Fig. 1: run 1, cell density map
Bar = 20 µm. 7 x 7 tiles, from white (low) to dark blue (high), 0 to 100% covered.
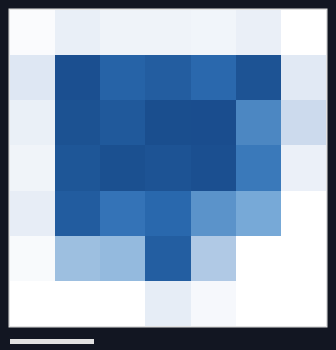
Fig. 2: run 1, wires at chosen ports, followed through buffers
Bar = 20 µm.
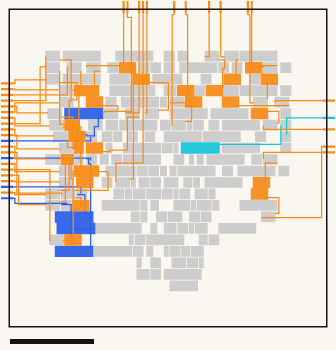
Fig. 3: run 1, where the registers sit
Bar = 20 µm.
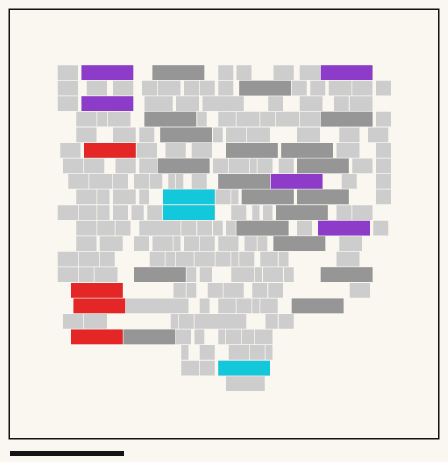
**config.mk**
```make
export PLATFORM = sky130hd
export DESIGN_NAME = regarray_phase_ctrl
export DESIGN_NICKNAME = d
export VERILOG_FILES = /design/src/rtl/regarray_phase_ctrl.sv
export SDC_FILE = /design/constraint.sdc
export NUM_CORES = 1
export LEC_CHECK = 0
export CAP_MARGIN = 30
export CORE_MARGIN = 8
export CORE_UTILIZATION = 42
export DETAILED_ROUTE_END_ITERATION = 12
export HOLD_SLACK_MARGIN = 0.02
export PLACE_DENSITY = 0.9
export SLEW_MARGIN = 20
export SYNTH_ARGS = -nofsm -noshare
export SYNTH_HDL_FRONTEND = slang
export SYNTH_SLANG_ARGS = --single-unit
```
**constraint.sdc**
```tcl
create_clock -name clk -period 1.6 [get_ports clk]
set_input_delay 0.32 -clock clk [delete_from_list [all_inputs] [get_ports clk]]
set_output_delay 0.32 -clock clk [all_outputs]
set_load 0.05 [all_outputs]
```
**src/rtl/regarray_phase_ctrl.sv**
```systemverilog
// Phase sequencer for the register-array/ALU top: decodes one RV32 R-type word per handshake
// and issues rr/f/wb strobes. Optional STEP_MODE_EN adds a `step` input gating each strobe.
module regarray_phase_ctrl #(
  parameter int unsigned PHASE_GAP = 2
) (
  input  logic        clk,
  input  logic        rst_n,
`ifdef STEP_MODE_EN
  input  logic        step,
`endif
  input  logic        instr_valid,
  input  logic [31:0] instr,
  output logic        instr_ready,
  output logic [4:0]  R_Addr_A,
  output logic [4:0]  R_Addr_B,
  output logic [4:0]  W_Addr,
  output logic [3:0]  ALU_OP,
  output logic        rr_en,
  output logic        f_en,
  output logic        wb_en,
  output logic        Reg_Write,
  output logic        done,
  output logic        illegal
);

  if (PHASE_GAP > 15) begin : g_gap_range
    $error("PHASE_GAP must be in 0..15");
  end

  localparam logic [3:0] GapLast = 4'((PHASE_GAP == 0) ? 0 : PHASE_GAP - 1);

  typedef enum logic [2:0] {StIdle, StRr, StGap1, StF, StGap2, StWb, StErr} state_e;

  state_e      state_q;
  logic [3:0]  gap_q;
  logic        rr_q, f_q, wb_q, rw_q, illegal_q;
  logic [4:0]  ra_q, rb_q, wa_q;
  logic [3:0]  op_q;
  logic        adv;
  logic        legal;

  // Strobe registers mark the armed phase; adv decides the cycle in which it actually fires.
`ifdef STEP_MODE_EN
  assign adv = step;
`else
  assign adv = 1'b1;
`endif

  always_comb begin
    legal = 1'b0;
    if (instr[6:0] == 7'b0110011) begin
      if (instr[31:25] == 7'b0000000) begin
        legal = 1'b1;
      end else if (instr[31:25] == 7'b0100000 &&
                   (instr[14:12] == 3'b000 || instr[14:12] == 3'b101)) begin
        legal = 1'b1;
      end
    end
  end

  always_ff @(posedge clk or negedge rst_n) begin
    if (!rst_n) begin
      state_q   <= StIdle;
      gap_q     <= 4'd0;
      rr_q      <= 1'b0;
      f_q       <= 1'b0;
      wb_q      <= 1'b0;
      rw_q      <= 1'b0;
      illegal_q <= 1'b0;
      ra_q      <= 5'd0;
      rb_q      <= 5'd0;
      wa_q      <= 5'd0;
      op_q      <= 4'd0;
    end else begin
      rr_q      <= 1'b0;
      f_q       <= 1'b0;
      wb_q      <= 1'b0;
      rw_q      <= 1'b0;
      illegal_q <= 1'b0;
      unique case (state_q)
        StIdle: begin
          if (instr_valid) begin
            ra_q <= instr[19:15];
            rb_q <= instr[24:20];
            wa_q <= instr[11:7];
            op_q <= {instr[30], instr[14:12]};
            if (legal) begin
              state_q <= StRr;
              rr_q    <= 1'b1;
            end else begin
              state_q   <= StErr;
              illegal_q <= 1'b1;
            end
          end
        end
        StRr: begin
          if (!adv) begin
            rr_q <= 1'b1;
          end else if (PHASE_GAP == 0) begin
            state_q <= StF;
            f_q     <= 1'b1;
          end else begin
            state_q <= StGap1;
            gap_q   <= GapLast;
          end
        end
        StGap1: begin
          if (gap_q == 4'd0) begin
            state_q <= StF;
            f_q     <= 1'b1;
          end else begin
            gap_q <= gap_q - 4'd1;
          end
        end
        StF: begin
          if (!adv) begin
            f_q <= 1'b1;
          end else if (PHASE_GAP == 0) begin
            state_q <= StWb;
            wb_q    <= 1'b1;
            rw_q    <= (wa_q != 5'd0);
          end else begin
            state_q <= StGap2;
            gap_q   <= GapLast;
          end
        end
        StGap2: begin
          if (gap_q == 4'd0) begin
            state_q <= StWb;
            wb_q    <= 1'b1;
            rw_q    <= (wa_q != 5'd0);
          end else begin
            gap_q <= gap_q - 4'd1;
          end
        end
        StWb: begin
          if (adv) begin
            state_q <= StIdle;
          end else begin
            wb_q <= 1'b1;
            rw_q <= rw_q;
          end
        end
        StErr:   state_q <= StIdle;
        default: state_q <= StIdle;
      endcase
    end
  end

  assign instr_ready = (state_q == StIdle) && rst_n;
  assign R_Addr_A    = ra_q;
  assign R_Addr_B    = rb_q;
  assign W_Addr      = wa_q;
  assign ALU_OP      = op_q;
  assign rr_en       = rr_q & adv;
  assign f_en        = f_q & adv;
  assign wb_en       = wb_q & adv;
  assign done        = wb_q & adv;
  assign Reg_Write   = rw_q & adv;
  assign illegal     = illegal_q;

endmodule
```
==> run summary, run 1 <==
Results of the flow run.

Per the cell usage report, the commonest logic cell in the layout is sky130_fd_sc_hd__buf_4. The tree is rooted in a sky130_fd_sc_hd__clkbuf_4. TritonCTS built the clock tree.

The total iterations of the first detailed-routing run stands at 4. The worst clock skew on the final layout stands at about 0.014 ns. The worst-case reg-to-reg setup slack stands at 0 ns.

Clock latency on the worst-skew pair, taken at its later pin, is around 0.32 ns. For the worst reg-to-reg path, the startpoint reported by OpenROAD is state_q[2]. The combined global-route utilization of all metal layers stands at 15.1%.

For this run, the script counts the antenna cells in the layout as 0. The final reports fail on setup timing. The setup path with the least slack is of type register to output pin. The timing report attributes the biggest portion of critical-path delay to simple AND/OR/NAND/NOR gates. The adder and majority cell fraction of the synthesized area stands at 0.860%. Setup repair after global routing could not meet its margin everywhere. The routed metal-1 wire length stands at approximately 1500 µm.

The multiplexer area fraction after synthesis stands at 14.7%. Of the cells placed in the final design, the portion with a size suffix greater than 1 is 39.9%. The met3 routed wirelength stands at approximately 280 µm. The sequential-to-total area share from yosys stat stands at approximately 53%.

The area fraction in compound gates after synthesis stands at 11.1%. Pins over their slew limit in the final report were tallied at 0. Per the OpenROAD power report, leakage power amounts to 0.00101 µW.

The number of global-route vias before repair stands at 1,332. Entering global routing, the biggest net connects 32 pins. The post-CTS setup repair buffer count stands at 3. Walking the critical path from launch to capture passes 4 cell instances.

Of all nets on the critical path, the largest fanout is 2. The H-tree was split into 2 levels. In this run the mean area of a mapped cell was 11.9 µm². The flow ran to the end, but the final reports show violations. The height of the die stands at 74.9 µm. The OpenROAD report gives the critical path a data arrival time of 1.45 ns. Total power normalized to cell area comes to between 2000 and 2500 nW/µm². In the detailed route, the total length drawn on met2 is 2190 µm. The script logs the mean routed wire length per placed instance as 16.7 µm.

The non-filler instance count after layout stands at 244. Yosys shows that the main logic family after synthesis is multiplexers. Ranked by total cell area, the synthesized netlist is headed by sky130_fd_sc_hd__dfrtp_1, sky130_fd_sc_hd__mux2_2, sky130_fd_sc_hd__nand3_1, sky130_fd_sc_hd__inv_1, sky130_fd_sc_hd__o211ai_1. The worst path required time stands at 1.28 ns.

The distinct cell type count of the synthesized netlist stands at 42. The final report lists the setup-violating endpoint count as 1. The overall chip area stands at roughly 5600 µm². The worst setup path is launched from a register. Per the detail_route report, DRC violations left total 0. Per the OpenROAD floorplan log, the width of the die is 74.9 µm.

The number of fill cells stands at 255. The minimum setup slack in the final design stands at -0.173 ns. The area of the mapped netlist stands at around 1500 µm². The most common logic cells in the final layout are sky130_fd_sc_hd__buf_4, sky130_fd_sc_hd__clkdlybuf4s50_1, sky130_fd_sc_hd__dfrtp_1, sky130_fd_sc_hd__mux2_2. The net count entering floorplan stands at about 160.

For this run the aggregate overflow at the end of global routing stands at 0. Power comes to 5000 µW. The per-cell via count in the routed design stands at 5.19. The routed wire length stands at 4090 µm.

The worst reg-to-reg path cell count stands at 5. In this run the maximum-capacitance check reported violations numbering 0. The final period utilization stands at 111%. For this block, the via count after detailed routing is 1,266.
Notes on Fig. 1 above:
The mean over all tiles is 39%. 33% of the tiles are over 75% full. The densest ninth of the die: centre.
initial core utilization: 43.6%
area of the placeable core: 3340 µm²
final core occ: 67.7%

Notes on Fig. 2 above:
Key: cyan = done [direction output, edge right, end cells 1, wire 31.6 µm]; orange = instr [direction input, edge 17 left, 11 top, 4 right, end cells 25, wire 893 µm]; blue = ALU_OP [direction output, edge left, end cells 4, wire 130 µm]
IO Port Bufs: 60
IO Count: 61

Notes on Fig. 3 above:
Key: cyan = state_q [placed flops 3]; red = ALU_OP [placed flops 4]; purple = R_Addr_B [placed flops 5]
Another 19 sequential cells are not coloured.

-- run 1: final cells by class --
cell class,instances,area share (%)
flip-flops and latches,31,34.3
repair buffers,76,30.1
multi-input cells,77,28.2
well taps,46,2.55
clock buffers,6,2.27
clock inverters,2,1.55
inverters,6,0.997
-- run 1: registers in the layout, summed over array words and instances, names as in the netlist --
name,flops
R_Addr_A,5
f_en,1
W_Addr,5
R_Addr_B,5
Reg_Write,1
rr_en,1
done,1
ALU_OP,4
illegal,1
state_q,3
gap_q,4
-- run 1: synthesized netlist by cell type (all sizes together) --
master	number
mux2	19
or4	1
and2	3
nor2	4
o21a	1
a21oi	3
o21ai	3
nor3b	1
xor2	1
a21o	1
clkbuf	2
a2bb2oi	1
nor4b	2
inv	6
o211a	1
nand4	1
or2	2
a32o	1
nand4b	1
nor3	5
nand2	3
nor4bb	1
o221ai	1
a221oi	2
and2b	1
nor4	1
nand3	5
a31oi	1
buf	6
dfrtp	31
a211oi	1
o2bb2a	1
ha	1
nand2b	1
o31ai	1
o211ai	3
a22oi	1
nor2b	2
-- run 1: stage by stage --
stage	setup TNS, ns	setup slack (ns)	area [µm²]	hold slack (ns)
5_1_grt	-0.458	-0.213	2260	0.470
6_report	-0.173	-0.173	2260	0.432
2_1_floorplan	0	0.0753	1460	0.0244
3_5_place_dp	-1.21	-0.240	2110	0.498
4_1_cts	-0.0800	-0.0800	2230	0.436
3_3_place_gp	-0.578	-0.179	2110	0.491
-- run 1: routing by layer --
metal	track usage, %	up-vias
met1	15.4	620
met5	0	-
li1	-	596
met3	4.66	6
met2	28.1	44
met4	5.22	0
-- run 1: power by group --
group	internal (µW)	switching [µW]
Clock	369	265
Sequential	1130	253
Combinational	1220	1760
## Run 2: what changed since run 1
==> constraint.sdc (replaced) <==
create_clock -name clk -period 1.7 [get_ports clk]
set_input_delay 0.34 -clock clk [delete_from_list [all_inputs] [get_ports clk]]
set_output_delay 0.34 -clock clk [all_outputs]
set_load 0.05 [all_outputs]
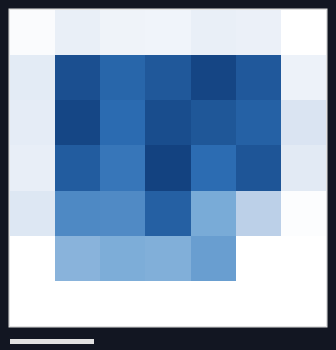
Fig. 4. Cell density map (run 2).
Bar = 20 µm. 7 x 7 tiles, from white (low) to dark blue (high), 0 to 100% covered.
final core occ: 65.8%

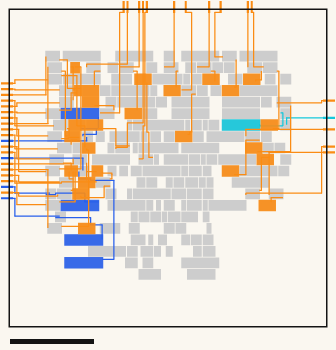
Fig. 5. Wires at chosen ports, followed through buffers (run 2).
Bar = 20 µm.
Key: orange = instr [direction input, edge 17 left, 11 top, 4 right, end cells 25, wire 901 µm]; cyan = done [direction output, edge right, end cells 1, wire 19.4 µm]; blue = ALU_OP [direction output, edge left, end cells 4, wire 139 µm]

==> run 2 against run 1 <==
Against the previous run:
- the run now ends clean
- combinational power shrank 9.7%
- core utilization shrank 1.9 points
- cell count shrank 2.5%
- non-clock buffer count shrank 6
- first-iteration DRC count shrank 32%
- clock skew shrank 0.0036 ns
- global-route usage shrank 0.18 points
- sequential cell count is the same
- synthesized area is the same
- synthesized cell count is the same
- critical path type unchanged
- largest power group unchanged
- highest routed layer unchanged
==> run summary, run 2 <==
Results of the flow run.

The standard cell core area came to 3340 µm² (unchanged). The commonest register cell is sky130_fd_sc_hd__dfrtp_1. The worst clock skew on the final layout stands at 0.0100 ns (-0.00364 ns).

The source-to-sink clock delay at the later pin of the worst-skew pair stands at 0.33 ns (about the same). The height of the die stands at 74.9 µm (unchanged). The I/O pin count stands at 61 (unchanged). The per-cell via count in the routed design stands at 5.30 (+2.1%). The x dimension of the die stands at 74.9 µm (unchanged).

The starting density of the core stands at 43.6% (unchanged). Yosys instantiated no cell more often than sky130_fd_sc_hd__dfrtp_1. The share of layout cells above drive strength 1 stands at 37.5% (-2.4 points). The DRC violation count after routing is 0 (unchanged).

The total iterations of the first detailed-routing run stands at 4 (unchanged). The worst hold slack stands at 0.501 ns (+0.0693 ns). The final setup TNS was 0 ns (+0.173 ns). The post-detailed-route wirelength per cell is 17.3 µm (+3.2%). The total leakage power came to 0.000968 µW (-4.4%). The post-layout instance area stands at 2200 µm² (-2.8%). The remaining global-route overflow came to 0 (unchanged).

The total of max-cap violations is 0 (unchanged). The post-synth tally of flip-flops with integrated enable stands at 0 (unchanged). The minimum setup slack in the final design came to 0.0603 ns (+0.233 ns).

Per STA, the worst path accumulates the most delay in the family flip-flops. The area of the mapped netlist came to 1460 µm² (unchanged). The run finished with clean final reports. For reference, the top cells by count after synthesis are sky130_fd_sc_hd__dfrtp_1, sky130_fd_sc_hd__mux2_2, sky130_fd_sc_hd__inv_1. By startpoint and endpoint, the worst setup path is classified as register to output pin. Clock tree synthesis selected as its root buffer the cell sky130_fd_sc_hd__clkbuf_4. The distinct cell type count of the synthesized netlist stands at 42 (unchanged). The net count entering floorplan stands at 158 (unchanged). The number of inserted diodes came to 0 (unchanged).

The placement-stage worst setup slack was -0.145 ns (+0.0956 ns). The worst setup path is launched from a register. The cell area reported after detailed placement stands at 2090 µm² (-0.71%).

The overall chip area is 5600 µm² (unchanged). TritonCTS built the clock tree. The sequential-to-total area share from yosys stat is 53.3% (unchanged). The maximum level of the CTS H-tree is 2 (unchanged).

The number of vias after detailed routing is 1,261 (-0.39%). Leaving out fill and tap cells, the most frequent cells in the layout are sky130_fd_sc_hd__clkdlybuf4s50_1, sky130_fd_sc_hd__buf_4, sky130_fd_sc_hd__dfrtp_1, sky130_fd_sc_hd__mux2_2, sky130_fd_sc_hd__inv_1. The average footprint of a synthesized cell stands at 11.9 µm² (unchanged).

The routed wire length stands at 4110 µm (+0.69%).
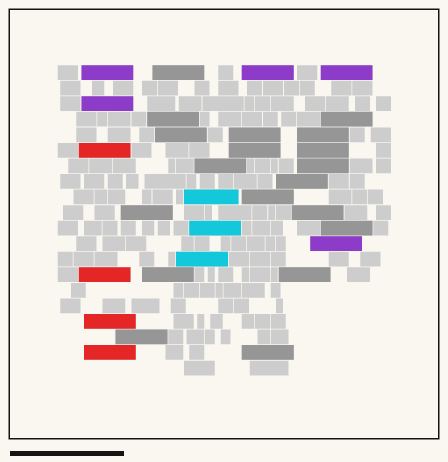
Fig. 6. Where the registers sit (run 2).
Bar = 20 µm.
Key: red = ALU_OP [placed flops 4]; cyan = state_q [placed flops 3]; purple = R_Addr_B [placed flops 5]
Another 19 sequential cells are not coloured.
sequential cell area: 777 µm²
fraction of standard cell area that is sequential: 35.4%
Sequential Power: 1310 µW

-- run 2: cell counts after synthesis --
Identical to the previous run, type by type.
-- run 2: logic make-up after synthesis --
| group | count (synthesis) | synth area share [%] |
|---|---|---|
| AND-OR/OR-AND | 22 | 11.1 |
| XOR/XNOR | 1 | 0.602 |
| AND/OR/NAND/NOR | 34 | 14.5 |
| buffers and inverters | 14 | 4.90 |
| multiplexers | 19 | 14.7 |
| flip-flops | 31 | 53.3 |
| adder cells (fa/ha/maj) | 1 | 0.860 |
-- run 2: final cells by class --
type | count | area, µm²
Sequential cell | 31 | 777
Multi-Input combinational cell | 77 | 631
Tap cell | 46 | 57.6
Clock inverter | 1 | 7.51
Fill cell | 244 | 1140
Inverter | 6 | 22.5
Clock buffer | 7 | 65.1
Timing Repair Buffer | 70 | 636
-- run 2: final timing paths --
check | endpoint | cells past startpoint | slack [ns]
max | instr_ready | 3 | 0.06
min | state_q[2] | 2 | 0.50
max reg2reg | gap_q[1] | 7 | 0.09
min reg2reg | R_Addr_A[1] | 1 | 0.52
max in group asynchronous | state_q[0] | 2 | 0.89
min in group clk | R_Addr_A[1] | 1 | 0.52
-- run 2: routing by layer --
metal  share of wire [%]  wire, µm  global-route usage (%)  vias to the layer above
met1                  38      1550                    15.7                      636
met2                  55      2250                    26.4                       41
met5                   0         0                       0                        -
met4                 1.0        43                    6.30                        0
li1                    -         -                       -                      582
met3                 6.4       265                    5.19                        2
-- run 2: timing repair --
item,4_1_cts,5_1_grt
gates resized,4,2
pin swaps,1,1
buffers inserted,1,1
cloned,0,0
setup endpoints to repair,1,4
-- run 2: where the power goes --
group	internal (µW)	leakage [µW]	switching, µW	total [µW]
registers	1070	0.000376	242	1310
clock network	242	0.0000375	253	495
logic	1060	0.000554	1630	2690
## Run 3: what changed since run 2
--- a/config.mk
+++ b/config.mk
@@ -5,12 +5,14 @@
 export SDC_FILE = /design/constraint.sdc
 export NUM_CORES = 1
 export LEC_CHECK = 0
+export ABC_AREA = 1
 export CAP_MARGIN = 30
 export CORE_MARGIN = 8
-export CORE_UTILIZATION = 42
+export CORE_UTILIZATION = 47
+export CTS_BUF_LIST = sky130_fd_sc_hd__clkbuf_4
 export DETAILED_ROUTE_END_ITERATION = 12
 export HOLD_SLACK_MARGIN = 0.02
-export PLACE_DENSITY = 0.9
+export PLACE_DENSITY = 0.95
 export SLEW_MARGIN = 20
 export SYNTH_ARGS = -nofsm -noshare
 export SYNTH_HDL_FRONTEND = slang
==> constraint.sdc (replaced) <==
create_clock -name clk -period 2.05 [get_ports clk]
set_input_delay 0.41 -clock clk [delete_from_list [all_inputs] [get_ports clk]]
set_output_delay 0.41 -clock clk [all_outputs]
set_load 0.05 [all_outputs]
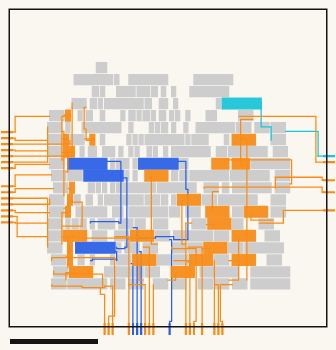
Fig. 7. Wires at chosen ports, followed through buffers (run 3).
Bar = 20 µm.
Key: cyan = done [direction output, edge right, end cells 1, wire 24.4 µm]; blue = ALU_OP [direction output, edge bottom, end cells 4, wire 160 µm]; orange = instr [direction input, edge 14 left, 14 bottom, 4 right, end cells 30, wire 774 µm]

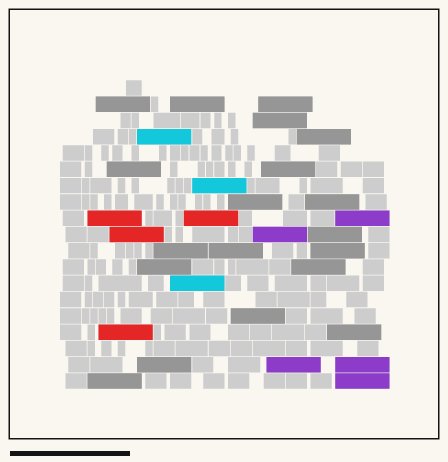
Fig. 8. Where the registers sit (run 3).
Bar = 20 µm.
fraction of standard cell area that is sequential: 36.4%
sequential cell area: 776 µm²

==> run 3 against run 2 <==
Against the previous run:
- combinational power decreased by 15%
- sequential cell count unchanged
- largest cell class unchanged
- clock power decreased by 31%
- worst hold slack got worse by 0.0057 ns
- highest routed layer unchanged
- largest power group unchanged
- critical path type unchanged
- sequential power decreased by 18%
- synthesized area decreased by 0.52%
- cell count unchanged
- critical endpoint is now W_Addr[2]
==> run summary, run 3 <==
Results of the flow run.

The run finished with clean final reports. The cell internal power dissipation stands at 1890 µW (-20%). The I/O pin count stands at 61 (unchanged). The net load switching power was 1790 µW (-15%).

The total leakage power stands at 0.00104 µW (+6.9%). The source-to-sink clock delay at the later pin of the worst-skew pair is 0.33 ns (about the same). The post-CTS setup repair buffer count stands at 0 (-1). The post-synth tally of flip-flops with integrated enable came to 0 (unchanged).

The routed metal-1 wire length stands at 1420 µm (-8.7%). The post-cts gate resize count stands at 0 (-4). Leaving out fill and tap cells, the most frequent cells in the layout are sky130_fd_sc_hd__clkdlybuf4s50_1, sky130_fd_sc_hd__dfrtp_1, sky130_fd_sc_hd__nand2_1, sky130_fd_sc_hd__inv_1, sky130_fd_sc_hd__mux2_4. The worst clock skew on the final layout stands at 0.00787 ns (-0.00218 ns).

In the power breakdown, the biggest contributor is combinational cells. The combinational group share of total power came to 61.7% (+1.8 points). The clock network power share was 9.3% (-1.7 points). The critical path in this run is classified as register to output pin. The most used flip-flop cell after synthesis is sky130_fd_sc_hd__dfrtp_1.

The average footprint of a synthesized cell stands at 10.4 µm² (-13%). The maximum level of the CTS H-tree stands at 2 (unchanged). The number of fill cells came to 217 (-11%). The switching power share of the total was 48.7% (+1.5 points). The worst setup path is launched from a register. TritonCTS built the clock tree. The met3 routed wirelength stands at 212 µm (-20%). The power in combinational cells stands at 2280 µW (-15%).

The worst hold slack came to 0.496 ns (-0.00571 ns). The sequential-to-total area share from yosys stat came to 53.6% (+0.28 points). The share of layout cells above drive strength 1 came to 15.6% (-22 points). The remaining global-route overflow stands at 0 (unchanged). The DRC violation count after routing is 0 (unchanged). The total of max-cap violations was 0 (unchanged). The final setup TNS stands at 0 ns (unchanged).

The x dimension of the die came to 71.5 µm (-4.5%). The starting density of the core was 48.2% (+4.6 points). The routed wire length stands at 3750 µm (-9.0%).

Among cell families on the critical path, the largest total delay comes from buffers and inverters.
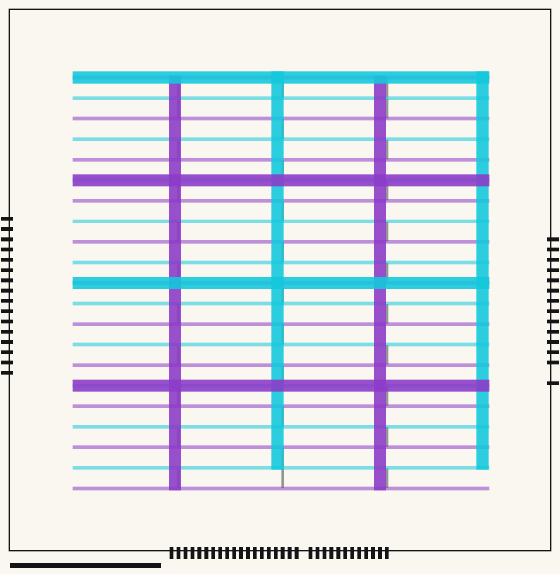
Fig. 9. Power grid (run 3).
Bar = 20 µm. Pins as bars on the die edge. Tap cells in grey.
Key: cyan = VDD; purple = VSS
4 straps on met5. 33 tap cells. 21 met1 rails follow the rows. The core has 20 rows. 61 signal pins sit on the boundary.
worst vdd ir: 0.000879 V
vertical extent of the die: 71.5 µm
area of the placeable core: 3000 µm²

==> run 3: netlist changes by cell type in the layout (fill, tap and decap cells not counted), sizes merged, moves of 3 or more <==
| cell | delta |
|---|---|
| clkdlybuf4s50 | +25 |
| nor3 | -3 |
| mux2 | -3 |
| inv | +15 |
| o211ai | -3 |
| o21ai | +6 |
| nand2 | +25 |
| nor2 | +10 |
| buf | -34 |
| and2 | -3 |
==> run 3: kinds of logic (layout without fill, tap and decap cells) <==
group / count (synthesis) / after routing / share of synthesized area (%)
muxes: 16 / 16 / 16.1
adders and majority gates: 1 / 1 / 0.864
buffers and inverters: 24 / 90 / 7.52
and+or+nand+nor: 54 / 54 / 16.5
AOI/OAI and AO/OA: 12 / 12 / 4.84
xor gates and xnor gates: 1 / 1 / 0.605
DFF: 31 / 31 / 53.6
==> run 3: path summary, 6_finish.rpt <==
path	start	end	slack, ns	cells past startpoint
worst max register to register	state_q[1]	R_Addr_B[3]	0.54	5
worst max-delay path	W_Addr[2]	W_Addr[2]	0.08	1
min in group asynchronous	rst_n	ALU_OP[3]	0.52	2
max in group asynchronous	rst_n	R_Addr_A[4]	1.25	2
worst min-delay path	ALU_OP[0]	ALU_OP[0]	0.50	2
worst min register to register	ALU_OP[0]	ALU_OP[0]	0.50	2
==> run 3: layout make-up <==
class | instances | area [µm²] | area share, %
sequential | 31 | 776 | 36.4
timing repair buffer | 61 | 618 | 29.0
multi-input combinational | 84 | 563 | 26.4
inverter | 21 | 78.8 | 3.70
clock buffer | 6 | 45.0 | 2.12
tap | 33 | 41.3 | 1.94
clock inverter | 2 | 7.51 | 0.353
==> run 3: metrics by stage <==
stage	cell area (µm²)	total power, µW
4_1_cts	2130	3710
2_1_floorplan	1450	2630
3_5_place_dp	2080	3360
5_1_grt	2130	3890
3_3_place_gp	2080	3250
6_report	2130	3690
Power is estimated from default activity; no workload was simulated.
